[src/rtl/fp8_tpu_pkg.sv]
`default_nettype none
// +----------------------------------------------------------------------+
// | fp8_tpu_pkg: shared types and constants for the FP8 array sequencer  |
// | Rev 1.0                                                              |
// +----------------------------------------------------------------------+
package fp8_tpu_pkg;

  typedef enum logic [2:0] {
    IDLE   = 3'd0,
    CLEAR  = 3'd1,
    STREAM = 3'd2,
    DRAIN  = 3'd3,
    READ   = 3'd4
  } sched_state_t;

  localparam logic [7:0] FP8_ZERO = 8'h00;
  localparam logic [7:0] FP8_ONE  = 8'h38;
  localparam int         ACC_W    = 16;

endpackage
`default_nettype wire

[src/rtl/fp8_array_sched_if.sv]
`default_nettype none
// +----------------------------------------------------------------------+
// | fp8_array_sched_if: operand stream and result stream of the sequencer|
// | Rev 1.0                                                              |
// +----------------------------------------------------------------------+
interface fp8_array_sched_if
  import fp8_tpu_pkg::*;
#(
  parameter int N = 2
);

  logic                 in_valid;
  logic                 in_ready;
  logic [N*8-1:0]       in_a;
  logic [N*8-1:0]       in_b;
  logic                 res_valid;
  logic                 res_ready;
  logic [ACC_W-1:0]     res_data;
  logic [$clog2(N)-1:0] res_row;
  logic [$clog2(N)-1:0] res_col;
  logic                 res_last;

  modport master (
    output in_valid, in_a, in_b, res_ready,
    input  in_ready, res_valid, res_data, res_row, res_col, res_last
  );

  modport slave (
    input  in_valid, in_a, in_b, res_ready,
    output in_ready, res_valid, res_data, res_row, res_col, res_last
  );

endinterface
`default_nettype wire

[src/rtl/fp8_skew_line.sv]
`default_nettype none
// +----------------------------------------------------------------------+
// | fp8_skew_line: DEPTH-stage registered delay for one 8-bit array lane |
// | Rev 1.0                                                              |
// +----------------------------------------------------------------------+
module fp8_skew_line #(
  parameter int DEPTH = 1
) (
  input  wire logic       clk,
  input  wire logic       rst,
  input  wire logic [7:0] i_d,
  output logic      [7:0] o_q
);

  logic [7:0] r_sr [DEPTH];

  always_ff @(posedge clk) begin
    if (rst) begin
      for (int i = 0; i < DEPTH; i++) r_sr[i] <= '0;
    end else begin
      r_sr[0] <= i_d;
      for (int i = 1; i < DEPTH; i++) r_sr[i] <= r_sr[i-1];
    end
  end

  assign o_q = r_sr[DEPTH-1];

endmodule
`default_nettype wire

[src/rtl/fp8_array_sched.sv]
`default_nettype none
// +----------------------------------------------------------------------+
// | fp8_array_sched: job sequencer for an NxN output-stationary FP8 array|
// | Option FP8_SCHED_PERF_EN adds perf_stall/perf_jobs.      Rev 1.0     |
// +----------------------------------------------------------------------+
module fp8_array_sched
  import fp8_tpu_pkg::*;
#(
  parameter int N  = 2,
  parameter int KW = 8
) (
  input  wire logic                 clk,
  input  wire logic                 rst,
  input  wire logic                 start,
  input  wire logic [KW-1:0]        k_len,
  output logic                      busy,
  output logic                      done,
  output logic                      pe_clear,
  output logic [N*8-1:0]            pe_a,
  output logic [N*8-1:0]            pe_b,
  input  wire logic [N*N*ACC_W-1:0] pe_c,
`ifdef FP8_SCHED_PERF_EN
  output logic [15:0]               perf_stall,
  output logic [15:0]               perf_jobs,
`endif
  fp8_array_sched_if.slave          bus
);

  localparam int c_NRES    = N * N;
  localparam int c_IDX_W   = $clog2(c_NRES);
  localparam int c_RC_W    = $clog2(N);
  localparam int c_DRAIN_W = $clog2(2 * N) + 1;

  sched_state_t         r_state, w_next;
  logic [KW-1:0]        r_klen, r_step;
  logic [c_DRAIN_W-1:0] r_drain;
  logic [c_IDX_W-1:0]   r_idx;
  logic [ACC_W-1:0]     r_snap [c_NRES];
  logic                 r_done;

  logic w_accept, w_res_hs, w_last_step, w_drain_end, w_last_res;
  logic [31:0] w_idx32;

  assign w_accept    = (r_state == STREAM) & bus.in_valid;
  assign w_res_hs    = (r_state == READ) & bus.res_ready;
  assign w_last_step = (r_step == r_klen - KW'(1));
  assign w_drain_end = (r_drain == c_DRAIN_W'(2 * N - 1));
  assign w_last_res  = (r_idx == c_IDX_W'(c_NRES - 1));

  always_ff @(posedge clk) begin
    if (rst) r_state <= IDLE;
    else     r_state <= w_next;
  end

  always_comb begin
    w_next = r_state;
    case (r_state)
      IDLE:    if (start) w_next = CLEAR;
      CLEAR:   w_next = (r_klen == '0) ? DRAIN : STREAM;
      STREAM:  if (w_accept && w_last_step) w_next = DRAIN;
      DRAIN:   if (w_drain_end) w_next = READ;
      READ:    if (w_res_hs && w_last_res) w_next = IDLE;
      default: w_next = IDLE;
    endcase
  end

  always_ff @(posedge clk) begin
    if (rst) begin
      r_klen  <= '0;
      r_step  <= '0;
      r_drain <= '0;
      r_idx   <= '0;
      r_done  <= 1'b0;
    end else begin
      r_done <= w_res_hs & w_last_res;
      if (r_state == IDLE && start) r_klen <= k_len;
      if (r_state == CLEAR)  r_step <= '0;
      else if (w_accept)     r_step <= r_step + KW'(1);
      if (r_state == DRAIN)  r_drain <= r_drain + c_DRAIN_W'(1);
      else                   r_drain <= '0;
      if (r_state != READ)   r_idx <= '0;
      else if (w_res_hs)     r_idx <= w_last_res ? '0 : r_idx + c_IDX_W'(1);
    end
  end

  // The array result is final only at the end of the last drain cycle.
  always_ff @(posedge clk) begin
    if (rst) begin
      for (int i = 0; i < c_NRES; i++) r_snap[i] <= '0;
    end else if (r_state == DRAIN && w_drain_end) begin
      for (int i = 0; i < c_NRES; i++) r_snap[i] <= pe_c[i*ACC_W +: ACC_W];
    end
  end

  generate
    for (genvar i = 0; i < N; i++) begin : g_lane
      logic [7:0] w_a_in, w_b_in;
      assign w_a_in = w_accept ? bus.in_a[i*8 +: 8] : FP8_ZERO;
      assign w_b_in = w_accept ? bus.in_b[i*8 +: 8] : FP8_ZERO;

      fp8_skew_line #(.DEPTH(i + 1)) u_skew_a (
        .clk (clk),
        .rst (rst),
        .i_d (w_a_in),
        .o_q (pe_a[i*8 +: 8])
      );

      fp8_skew_line #(.DEPTH(i + 1)) u_skew_b (
        .clk (clk),
        .rst (rst),
        .i_d (w_b_in),
        .o_q (pe_b[i*8 +: 8])
      );
    end
  endgenerate

  assign w_idx32       = 32'(r_idx);
  assign busy          = (r_state != IDLE);
  assign done          = r_done;
  assign pe_clear      = (r_state == CLEAR);
  assign bus.in_ready  = (r_state == STREAM);
  assign bus.res_valid = (r_state == READ);
  assign bus.res_data  = (r_state == READ) ? r_snap[r_idx] : '0;
  assign bus.res_row   = (r_state == READ) ? c_RC_W'(w_idx32 / 32'(N)) : '0;
  assign bus.res_col   = (r_state == READ) ? c_RC_W'(w_idx32 % 32'(N)) : '0;
  assign bus.res_last  = (r_state == READ) & w_last_res;

`ifdef FP8_SCHED_PERF_EN
  logic [15:0] r_perf_stall, r_perf_jobs;

  always_ff @(posedge clk) begin
    if (rst) begin
      r_perf_stall <= '0;
      r_perf_jobs  <= '0;
    end else begin
      if (r_state == IDLE && start)
        r_perf_stall <= '0;
      else if (r_state == STREAM && !bus.in_valid && r_perf_stall != 16'hFFFF)
        r_perf_stall <= r_perf_stall + 16'd1;
      if (r_done) r_perf_jobs <= r_perf_jobs + 16'd1;
    end
  end

  assign perf_stall = r_perf_stall;
  assign perf_jobs  = r_perf_jobs;
`endif

endmodule
`default_nettype wire

[src/flat_wrapper.sv]
// flat-port wrapper written by rule: the top's interface ports become plain ports
module fp8_array_sched_flat import fp8_tpu_pkg::*;
#(
  parameter int N  = 2,
  parameter int KW = 8
)
  (clk, rst, start, k_len, busy, done, pe_clear, pe_a, pe_b, pe_c, bus_in_valid, bus_in_a, bus_in_b, bus_res_ready, bus_in_ready, bus_res_valid, bus_res_data, bus_res_row, bus_res_col, bus_res_last);
  fp8_array_sched_if #(.N(N)) bus_i ();
  input  wire logic clk;
  input  wire logic rst;
  input  wire logic start;
  input  wire logic [KW-1:0] k_len;
  output logic busy;
  output logic done;
  output logic pe_clear;
  output logic [N*8-1:0] pe_a;
  output logic [N*8-1:0] pe_b;
  input  wire logic [N*N*ACC_W-1:0] pe_c;
  input wire logic [$bits(bus_i.in_valid)-1:0] bus_in_valid;
  input wire logic [$bits(bus_i.in_a)-1:0] bus_in_a;
  input wire logic [$bits(bus_i.in_b)-1:0] bus_in_b;
  input wire logic [$bits(bus_i.res_ready)-1:0] bus_res_ready;
  output wire logic [$bits(bus_i.in_ready)-1:0] bus_in_ready;
  output wire logic [$bits(bus_i.res_valid)-1:0] bus_res_valid;
  output wire logic [$bits(bus_i.res_data)-1:0] bus_res_data;
  output wire logic [$bits(bus_i.res_row)-1:0] bus_res_row;
  output wire logic [$bits(bus_i.res_col)-1:0] bus_res_col;
  output wire logic [$bits(bus_i.res_last)-1:0] bus_res_last;
  assign bus_i.in_valid = bus_in_valid;
  assign bus_i.in_a = bus_in_a;
  assign bus_i.in_b = bus_in_b;
  assign bus_i.res_ready = bus_res_ready;
  assign bus_in_ready = bus_i.in_ready;
  assign bus_res_valid = bus_i.res_valid;
  assign bus_res_data = bus_i.res_data;
  assign bus_res_row = bus_i.res_row;
  assign bus_res_col = bus_i.res_col;
  assign bus_res_last = bus_i.res_last;
  fp8_array_sched #(.N(N), .KW(KW)) u_core (.clk(clk), .rst(rst), .start(start), .k_len(k_len), .busy(busy), .done(done), .pe_clear(pe_clear), .pe_a(pe_a), .pe_b(pe_b), .pe_c(pe_c), .bus(bus_i));
endmodule
[config.mk]
export PLATFORM = sky130hd
export DESIGN_NAME = fp8_array_sched_flat
export DESIGN_NICKNAME = d
export VERILOG_FILES = /design/src/rtl/fp8_tpu_pkg.sv /design/src/rtl/fp8_array_sched_if.sv /design/src/rtl/fp8_skew_line.sv /design/src/rtl/fp8_array_sched.sv /design/src/flat_wrapper.sv
export SDC_FILE = /design/constraint.sdc
export NUM_CORES = 1
export LEC_CHECK = 0
export ABC_AREA = 0
export CAP_MARGIN = 30
export CORE_ASPECT_RATIO = 1.4
export CORE_MARGIN = 5
export CORE_UTILIZATION = 52
export DETAILED_ROUTE_END_ITERATION = 8
export GPL_TIMING_DRIVEN = 0
export HOLD_SLACK_MARGIN = 0.12
export PLACE_DENSITY = 0.86
export SYNTH_ARGS = -nofsm -noshare
export SYNTH_HDL_FRONTEND = slang
export SYNTH_HIERARCHICAL = 1
export SYNTH_SLANG_ARGS = --single-unit
[constraint.sdc]
create_clock -name clk -period 5.6 [get_ports clk]
set_input_delay 0.56 -clock clk [delete_from_list [all_inputs] [get_ports clk]]
set_output_delay 0.56 -clock clk [all_outputs]
set_load 0.02 [all_outputs]
Figure 1. Sequential cells grouped by signal name (run 1).
(3 px per µm) Other sequential cells in the stronger grey, the rest of the logic in the fainter grey.
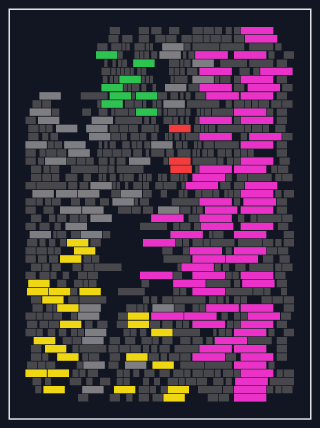
| colour | signal | placed flops |
|---|---|---|
| green | `u_core/r_klen` | 8 |
| red | `u_core/r_drain` | 3 |
| yellow | `u_core/g_lane.u_skew_a/r_sr` | 24 |
| magenta | `u_core/r_snap` | 64 |
not coloured: 40

Figure 2. Floorplan with the power grid (run 1).
(3 px per µm) Pins as bars on the die edge.
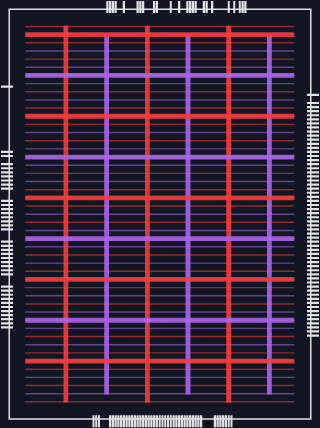
| colour | net |
|---|---|
| purple | VDD |
| red | VSS |
met1 rails: 47
met5 straps: 9
core region area: 11200 µm²
Die Width: 100 µm
chip height: 136 µm
Peak supply drop: 228 µV

==> COMMIT_EDITMSG, run 1 <==
Record implementation results from latest flow run

- Cell type group with the largest total delay on the critical path: buffers and inverters
* Maximum fanout along the worst path: 10
- Sum of net half-perimeters after detailed placement: 11200 µm
- The number of setup buffers added after CTS is 0.
* Register-to-register setup slack: 3150 ps
- CP Data Required Time: between 5000 and 6000 ps
* Instance area at placement: approximately 8000 µm²
- Setup repair after global routing left no endpoint under its margin.
* Adder-cell area share of the yosys netlist: 1.27%
- The report puts the cell count of the worst reg-to-reg path at 5.
- Of the total synthesized cell area, the portion taken by AND, OR, NAND and NOR gates is approximately a quarter.
- Min-Delay Startpoint: u_core/g_lane[1].u_skew_b/r_sr[0][1]
* Average wire per cell in the routed design: 19.3 µm
- Sequential Power: 1.10 mW
- In the finished design, the share of the clock period the worst path needs comes to 57.4%.
- CTS placed an instance of sky130_fd_sc_hd__clkbuf_16 at the clock tree root.
- The most common logic cell in the final layout is sky130_fd_sc_hd__clkdlybuf4s50_1.
* Outcome: finished, final reports clean
- Most flop-heavy register: u_core/r_snap
* Max-cap violation count: 0
* Final instance area: about 8400 µm²
- Pin count of the biggest net entering global routing: roughly 43
- The cell type that accounts for the most area after synthesis is sky130_fd_sc_hd__edfxtp_1.
- Final clock skew: 8.34 ps
* Filler cell count in the final layout: 725
* Standard cell with the maximum stage delay on the critical path: sky130_fd_sc_hd__buf_1
- Arrival time at the worst endpoint: around 2700 ps
* Port Buffer Count: 164
- Area share of the leading cell type in the synthesized netlist: 32.6%
- Count of instantiated cells in the yosys netlist: 493
* Total negative slack for setup checks: 0 ps
- The signal on the critical path passes through clkbuf_2 -> buf_1 -> mux4_2 -> and3_1 -> clkdlybuf4s50_1.
* Distinct lib cells used: approximately 43
- Place WS: 2830 ps
- In the post-route analysis, the smallest setup slack over all paths is about 2400 ps.
- For this run, the register share of the synthesized area comes to between 50% and 60%.
- In the routed layout, each cell is associated on average with a via count of 5.44.
- CP Depth: 5
- In the log, the iteration count for the first detailed-route pass is 5.
- The number of antenna diodes in the final layout is 0.
- Biggest power consumer among the groups: the clock network
- Combinational-cell power consumption: between 200 and 250 µW
- Largest incremental delay on the critical path: 550 ps
* End point of the critical path: bus_res_data[7]
* FF/Latch Area: between 3000 and 4000 µm²
* First-pass GRT wire length: 24200 µm
- Global routing used a little under a quarter of the available tracks across all layers.
- The register with the most flip-flops in the layout has 64 of them.
* Critical register-to-register path startpoint: u_core/r_drain[0]
- In this run the count of I/O pins placed on the die edge is 165.
* Number of antenna violations at the first check in global routing: 0
- Max-slew headroom at the worst pin: 54.6%
- Hold-critical path depth: 1
* Worst hold slack: 437 ps
- Routability congestion estimate: 0.855
- In the post-synthesis netlist, the cell with the most instances is sky130_fd_sc_hd__and3_1.
- In the synthesized netlist the dominant register cell turns out to be sky130_fd_sc_hd__dfxtp_1.
* Largest regs: u_core/r_snap: 64 flops, u_core/g_lane.u_skew_a/r_sr: 24 flops, u_core/g_lane.u_skew_b/r_sr: 24 flops
* Switching Share: 23.1%
- Sequential Power Share: 45.0%
- For the pin with the worst max-slew slack, the measured transition is 681 ps.
- Area enclosed by the die boundary: 13600 µm²
- Sink of the worst hold path: u_core/g_lane[1].u_skew_b/r_sr[0][9]
- The synthesis report lists the Yosys warning total as 6.
- Crit Reg-Reg Endpoint: u_core/r_snap[3][5]
* Iteration-0 DRC Markers: about 280
- Total Routed Length: between 15000 and 20000 µm
- Chip area line of the yosys report: 5900 µm²
- The clock net in this run drives a total of 139 sinks.
* Synth logic family: simple AND/OR/NAND/NOR gates
- Number of hold-repair buffers added at the cts stage: 0
* Setup crit start kind: flip-flop
* Via count of the first global-routing pass: 4693
- Clock tree from TritonCTS: done
- For reference, the clock transition at the flip-flops on the worst setup and hold paths is 60 ps.
- Share of total power in combinational logic: under 10%
* Multiplexer share of the synthesized area: 6.61%
Figure 3. Signal wires on met2 (run 1).
(3 px per µm)
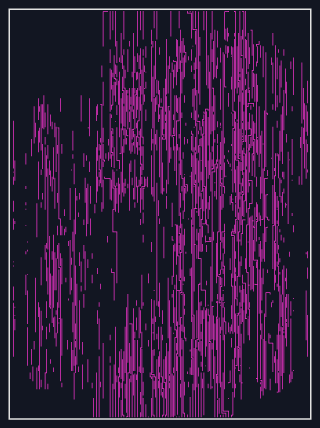
nets with wire on the layer: 717
main direction: vertical
wire length on this layer: 8660 µm
share of all routed wire: 54%
longest straight run: 48.6 µm

Figure 4. Clock wiring as the flow saved it (run 1).
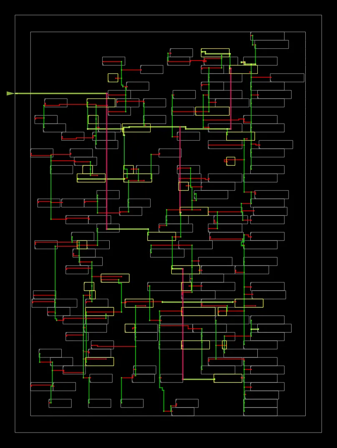
total clock buffers created by CTS: 17
clock distribution power: 1.11 mW
number of sequential storage elements: 139

run 1: layer usage:
| metal | track usage, % | up-vias |
|---|---|---|
| met5 | 0 | - |
| met4 | 9.44 | 0 |
| met3 | 8.37 | 30 |
| met2 | 43.1 | 258 |
| met1 | 25.1 | 2172 |
| li1 | - | 2082 |
run 1: cell type report:
type                            count  area share (%)
Timing Repair Buffer              166            20.2
Clock inverter                     14            1.90
Clock buffer                       18            5.13
Inverter                            6           0.269
Sequential cell                   139            40.9
Multi-Input combinational cell    296            26.0
Tap cell                          144            2.16
Buffer                             52            3.44
run 1: metrics by stage:
step / util (%) / instances
2_1_floorplan: - / 493
3_3_place_gp: 68.8 / 801
3_5_place_dp: 69.3 / 803
4_1_cts: 74.5 / 835
5_1_grt: 74.5 / 835
6_report: 74.5 / 835
==> run 1 -> run 2 <==
--- a/config.mk
+++ b/config.mk
@@ -9,11 +9,11 @@
 export CAP_MARGIN = 30
 export CORE_ASPECT_RATIO = 1.4
 export CORE_MARGIN = 5
-export CORE_UTILIZATION = 52
+export CORE_UTILIZATION = 48
 export DETAILED_ROUTE_END_ITERATION = 8
 export GPL_TIMING_DRIVEN = 0
 export HOLD_SLACK_MARGIN = 0.12
-export PLACE_DENSITY = 0.86
+export PLACE_DENSITY = 0.8
 export SYNTH_ARGS = -nofsm -noshare
 export SYNTH_HDL_FRONTEND = slang
 export SYNTH_HIERARCHICAL = 1
==> constraint.sdc (replaced) <==
create_clock -name clk -period 3 [get_ports clk]
set_input_delay 0.3 -clock clk [delete_from_list [all_inputs] [get_ports clk]]
set_output_delay 0.3 -clock clk [all_outputs]
set_load 0.02 [all_outputs]
==> COMMIT_EDITMSG, run 2 <==
Record implementation results from latest flow run

- The maximum net fanout on the critical path came to 10 (unchanged).
- The violation tally from detailed-route iteration zero came to 182 (-35%).
- The biggest slice of the total power is consumed by the clock network.
- Adder-cell area share of the yosys netlist: 1.27% (unchanged)
* Area enclosed by the die boundary: 14600 µm² (+7.6%)
* First-pass GRT wire length: 23800 µm (-1.9%)
* Number of buffers inserted to repair setup after CTS: 0 (unchanged)
- Crit Reg-Reg Endpoint: u_core/r_snap[1][11]
- Total negative slack for setup checks: 0 ps (unchanged)
* Multi-input combinational gate total: 296 (unchanged)
- The number of non-clock inverters was 6 (unchanged).
- The number of diodes is 0 (unchanged).
* Clock tree from TritonCTS: done
- The total combinational power came to 448 µW (+84%).
- Sink of the worst hold path: u_core/g_lane[1].u_skew_b/r_sr[0][9]
- Peak supply drop: 395 µV (+74%)
- RSZ-0062 raised after global routing: no
* Filler cell count in the final layout: 853 (+18%)
- Most flop-heavy register: u_core/r_snap
- Arrival time at the worst endpoint: 2400 ps (-250 ps)
* Distinct lib cells used: 43 (unchanged)
* Count of instantiated cells in the yosys netlist: 493 (unchanged)
* Critical path start-end classification: flip-flop to output port
- The number of well-tap cells placed is 150 (+4.2%).
- Max-slew headroom at the worst pin: 44.1% (-10 points)
- The global-route usage over all layers was 20.5% (-3.4 points).
- By instance count, the leading cell after synthesis is sky130_fd_sc_hd__and3_1.
- Of all cell types, the one taking the most synthesized area is sky130_fd_sc_hd__edfxtp_1.
- I/O pins: 165 (unchanged)
- CTS sink cnt: 139 (unchanged)
- Max-cap violation count: 0 (unchanged)
- The placement-stage cell area was 7780 µm² (about the same).
- Period Utilization, post-route: 90.1%
* Largest regs: u_core/r_snap: 64 flops, u_core/g_lane.u_skew_a/r_sr: 24 flops, u_core/g_lane.u_skew_b/r_sr: 24 flops
* Number of hold-repair buffers added at the cts stage: 0 (unchanged)
* Hold-critical path depth: 1 (unchanged)
* Number of flip-flops in the largest register: 64 (unchanged)
- Setup slack after layout: 297 ps (-2090 ps)
- Worst Tran Pin Value: 838 ps (+157 ps)
- Cell type group with the largest total delay on the critical path: buffers and inverters
* Synth logic family: simple AND/OR/NAND/NOR gates
- The area taken by flip-flops and latches is 3420 µm² (unchanged).
* Standard cell with the maximum stage delay on the critical path: sky130_fd_sc_hd__clkdlybuf4s50_1
* Most frequently used flop master after synthesis: sky130_fd_sc_hd__dfxtp_1
* Fraction of standard cell area that is sequential: 40.8% (-0.18 points)
* Place WS: 186 ps (-2640 ps)
* Outcome: finished, final reports clean
- Worst hold slack: 432 ps (-5.14 ps)
- Largest incremental delay on the critical path: 610 ps (+60 ps)
- The total half-perimeter wirelength after legalization and detailed placement came to 11100 µm (-1.1%).
- Average wire per cell in the routed design: 17.6 µm (-8.7%)
* Synth warnings: 6 (unchanged)
- The share of power burned in combinational logic is 9.6% (-0.3 points).
- The reg2reg setup slack came to 470 ps (-2680 ps).
- STA classifies the critical path startpoint as a flip-flop.
- The number of cells on the worst reg-to-reg path is 5 (unchanged).
- The sequential cell count is 139 (unchanged).
- The power in sequential cells is 2.06 mW (+87%).
- The clock skew after layout is 11.7 ps (+3.37 ps).
* Min-Delay Startpoint: u_core/g_lane[1].u_skew_b/r_sr[0][1]
* Chip area line of the yosys report: 5900 µm² (unchanged)
- Via count of the first global-routing pass: 4690 (-0.064%)
- The final design area excluding fillers came to 8400 µm² (+0.45%).
- Clock tree buffer count of the final layout: 19 (+1)
- Sequential Power Share: 44.0% (-1.0 points)
- The required time reported for the critical path endpoint came to 2700 ps (-2340 ps).
- Final Slew Violations: 0
- The height of the chip is 141 µm (+3.8%).
* Clock distribution power: 2.18 mW (+96%)
- The clock period could shrink to ~2700 ps.
- Library cell used as clock root buffer: sky130_fd_sc_hd__clkbuf_16
* CTS max path bufs: 2
- In this run the mean area of a mapped cell was 12.0 µm².
- The fraction of area in multi-input gates is 25.8% (-0.12 points).
- OpenSTA lists the critical path endpoint as bus_res_valid.
- Port Buffer Count: 164 (unchanged)
- The ratio of routed vias to standard cells was 5.26 (-3.3%).
* Non-clk buf share: 23.5% (-0.15 points)
- Area fraction in and, or, nand and nor cells after synthesis: 24.4% (unchanged)
- Commonest non-fill, non-tap cell in the layout: sky130_fd_sc_hd__clkdlybuf4s50_1
* Proportion of cell area spent on the clock network: 7.40% (+0.37 points)
- The cell count along the critical path was 6 (+1).
- Area share of the leading cell type in the synthesized netlist: 32.6% (unchanged)
- Total clock buffers created by CTS: 17 (unchanged)
- The clock-pin transition on the worst setup and hold timing paths is 60 ps (about the same).
- The width of the die was 104 µm (+3.7%).
* Critical register-to-register path startpoint: u_core/r_drain[0]
## run 2: through the flow
step                utilization (%)  instances
finish                         68.9        840
global route                   68.9        840
CTS                            68.9        841
detailed placement             63.8        809
global placement               63.4        807
floorplan                         -        493
## run 2: kinds of logic after synthesis
family | count (synthesis)
fa+ha+maj | 6
simple gates | 235
compound gates | 20
buf+inv | 58
flops | 139
xor+xnor | 16
mux | 19
## run 2: metal layers
metal | wire length, µm | GRT usage [%] | share of wire, % | vias to the layer above
met2 | 7780 | 37.1 | 53 | 218
met4 | 213 | 5.25 | 1.4 | 0
met3 | 1430 | 8.02 | 9.7 | 22
met1 | 5380 | 22.3 | 36 | 2093
met5 | 0 | 0 | 0 | -
li1 | - | - | - | 2087
Figure 5. Signal wires on met2 (run 2).
(3 px per µm)
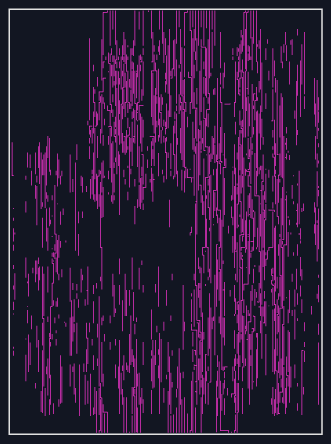
Total Routed Length: 14800 µm
via count: 4420
global routing usage on met2: 37.1%

Figure 6. Cell area per tile (run 2).
(3 px per µm) The die is cut into 10 by 14 equal tiles; black is low, pale yellow is high, 0 to 100% covered.
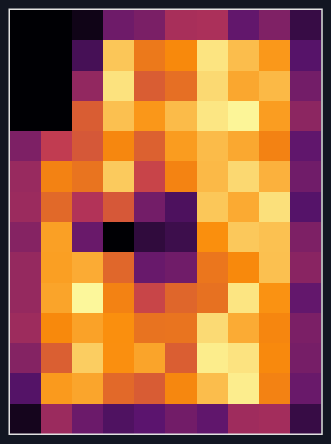
mean over tiles: 56%
tiles over 75% full: 34%
nearly empty tiles: 6.4%
core region area: 12200 µm²
Layout Utilization: 68.9%
initial core utilization: 48.4%

==> run 2 -> run 3 <==
--- a/config.mk
+++ b/config.mk
@@ -5,15 +5,16 @@
 export SDC_FILE = /design/constraint.sdc
 export NUM_CORES = 1
 export LEC_CHECK = 0
-export ABC_AREA = 0
+export ABC_AREA = 1
 export CAP_MARGIN = 30
 export CORE_ASPECT_RATIO = 1.4
 export CORE_MARGIN = 5
-export CORE_UTILIZATION = 48
+export CORE_UTILIZATION = 51
+export CTS_BUF_LIST = sky130_fd_sc_hd__clkbuf_8
 export DETAILED_ROUTE_END_ITERATION = 8
 export GPL_TIMING_DRIVEN = 0
 export HOLD_SLACK_MARGIN = 0.12
-export PLACE_DENSITY = 0.8
+export PLACE_DENSITY = 0.83
 export SYNTH_ARGS = -nofsm -noshare
 export SYNTH_HDL_FRONTEND = slang
 export SYNTH_HIERARCHICAL = 1
==> COMMIT_EDITMSG, run 3 <==
Record implementation results from latest flow run

- The area enclosed by the die boundary is 14700 µm² (+0.50%).
- Grt met3 use: 5.42% (-2.6 points)
* Worst Tran Pin Value: 752 ps (-86.2 ps)
- The worst voltage drop across the vdd grid was 505 µV (+28%).
- Clock tree from TritonCTS: done
* Area share of the leading cell type in the synthesized netlist: 30.5% (-2.1 points)
- The total combinational power is 1.04 mW (+130%).
- The I/O pin count is 165 (unchanged).
- Cell type group with the largest total delay on the critical path: buffers and inverters
- The power dissipated in the clock network is 1.60 mW (-27%).
- The data arrival time of the worst path came to 2480 ps (+80 ps).
* Most used cells in the layout excluding fill and tap cells: sky130_fd_sc_hd__nor2_1, sky130_fd_sc_hd__inv_1, sky130_fd_sc_hd__clkdlybuf4s50_1
- Fraction of standard cell area that is sequential: 39.9% (-0.87 points)
- Total clock buffers created by CTS: 17 (unchanged)
* Sum of net half-perimeters after detailed placement: 11900 µm (+7.5%)
* Standard cell with the maximum stage delay on the critical path: sky130_fd_sc_hd__clkdlybuf4s50_1
- Sequential Power Share: 44.9% (+0.9 points)
- FF/Latch Area: 3420 µm² (unchanged)
- Chip area line of the yosys report: 6300 µm² (+6.8%)
- The global-route usage over all layers is 20.8% (+0.35 points).
* Number of flip-flops in the largest register: 64 (unchanged)
- The wire length on met1 is 5640 µm (+4.8%).
- Via count of the first global-routing pass: 5310 (+13%)
- The final total negative setup slack was 0 ps (unchanged).
* Non-clock inverter total of the final layout: 191 (+185)
* Average wire per cell in the routed design: 13.7 µm (-23%)
- Clock slew at reported path FFs: 70 ps (about the same)
* Place WS: 232 ps (+45.3 ps)
* Final Slew Violations: 0 (unchanged)
- The maximum net fanout on the critical path is 10 (unchanged).
* Total Nets Final: 1092
* Met1 track utilization from global routing: 21.1% (-1.2 points)
- The violation tally from detailed-route iteration zero came to 219 (+20%).
- The first-pass GRT wire length was 24100 µm (+1.6%).
* Clock tree buffer count of the final layout: 18 (-1)
- Highest metal layer with signal wires: met4
- Final instance area: 8580 µm² (+2.2%)
* Largest incremental delay on the critical path: 580 ps (-30 ps)
- The total setup buffers inserted after CTS came to 0 (unchanged).
* Max-cap violation count: 0 (unchanged)
* Commonest non-fill, non-tap cell in the layout: sky130_fd_sc_hd__nor2_1
- Proportion of cell area spent on the clock network: 4.93% (-2.5 points)
- Port Buffer Count: 164 (unchanged)
- Number of placed instances with taps included: 1108 (+37%)
- Tap cell count: 150 (unchanged)
* Comb/total area: 21.8% (-4.0 points)
- The number of cells in the yosys synthesis report is 793 (+61%).
- The shortest clock period the worst path allows after layout is 2780 ps (+78.6 ps).
- The power in sequential cells is 2.15 mW (+4%).
- The height of the chip was 142 µm (+0.25%).
* Global routing usage on met2: 39.0% (+1.9 points)
- In the synthesized netlist the dominant register cell turns out to be sky130_fd_sc_hd__dfxtp_1.
- STA classifies the critical path startpoint as a flip-flop.
- The ratio of routed vias to standard cells was 4.69 (-11%).
* Most flop-heavy register: u_core/r_snap
- Number of standard cells in the layout, taps in and fillers out: 1140 (+36%)
* Max-slew headroom at the worst pin: 48.6% (+4.5 points)
- For reference, the final report shows the hold violation count at 0.
* Period Utilization, post-route: 92.7% (+2.6 points)
- Largest regs: u_core/r_snap: 64 flops, u_core/g_lane.u_skew_a/r_sr: 24 flops, u_core/g_lane.u_skew_b/r_sr: 24 flops
- The layout buffering overhead excluding clock cells was 22.8% (-0.66 points).
- Routed met2 length: 8270 µm (+6.2%)
- The width of the die is 104 µm (+0.25%).
* Diodes inserted: 0 (unchanged)
* Number of enable-type register cells in the synthesized netlist: 64
- Number of antenna violations at the first check in global routing: 0
* Most numerous cell in the Yosys netlist: sky130_fd_sc_hd__nor2_1
* Synth warnings: 6 (unchanged)
* Multi-input combinational gate total: 417 (+41%)
- The clock sink count was 139 (unchanged).
- Share of total power in combinational logic: 21.7% (+12 points)
* Setup slack after layout: 219 ps (-78.6 ps)
* Global routing's busiest layer: met2
* Number of sequential storage elements: 139 (unchanged)
- Instance area at placement: 8160 µm² (+4.8%)
- Number of hold-repair buffers added at the cts stage: 0 (unchanged)
- Worst hold slack: 404 ps (-28.2 ps)
- Biggest power consumer among the groups: registers
- Critical path start-end classification: flip-flop to output port
* Filler cell count in the final layout: 977 (+15%)
- The clock skew after layout came to 12.2 ps (+0.521 ps).
- Met3 wirelength from detailed routing: 1140 µm (-20%)
- The required time reported for the critical path endpoint was 2700 ps (about the same).
* Library cell used as clock root buffer: sky130_fd_sc_hd__clkbuf_8
- Per the synthesis report, the dominant area consumer among library cells is sky130_fd_sc_hd__edfxtp_1.
* Outcome: finished, final reports clean
==> run 3: path summary, 6_finish.rpt <==
kind / startpoint / to / slack, ps / cells past startpoint
setup / recovery: u_core/r_state[1] / bus_res_data[13] / 220 / 6
setup reg to reg: u_core/r_state[0] / u_core/r_snap[0][5] / 920 / 5
hold reg to reg: u_core/g_lane[1].u_skew_b/r_sr[0][1] / u_core/g_lane[1].u_skew_b/r_sr[0][9] / 400 / 2
hold / removal: u_core/g_lane[1].u_skew_b/r_sr[0][1] / u_core/g_lane[1].u_skew_b/r_sr[0][9] / 400 / 2
==> run 3: kinds of logic after synthesis <==
group	share of synthesized area [%]
simple gates	21.2
xor+xnor	0.417
flops	54.3
fa+ha+maj	1.19
compound gates	6.81
buf+inv	16.1
Figure 7. Signal wires on met2 (run 3).
(3 px per µm)
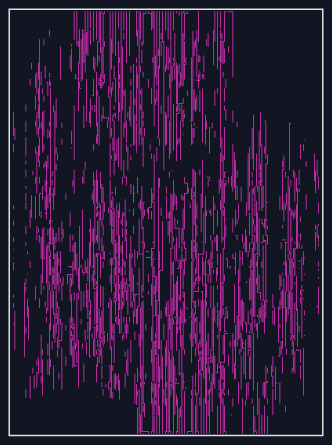
via count: 5347
Total Routed Length: 15600 µm

Figure 8. Cell area per tile (run 3).
(3 px per µm) The die is cut into 10 by 14 equal tiles; black is low, pale yellow is high, 0 to 100% covered.
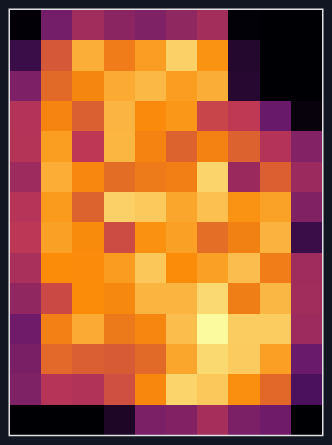
core region area: 12300 µm²
initial core utilization: 51.5%
Layout Utilization: 70.0%

No activity file was given, so power comes from the tool's default toggle rates.
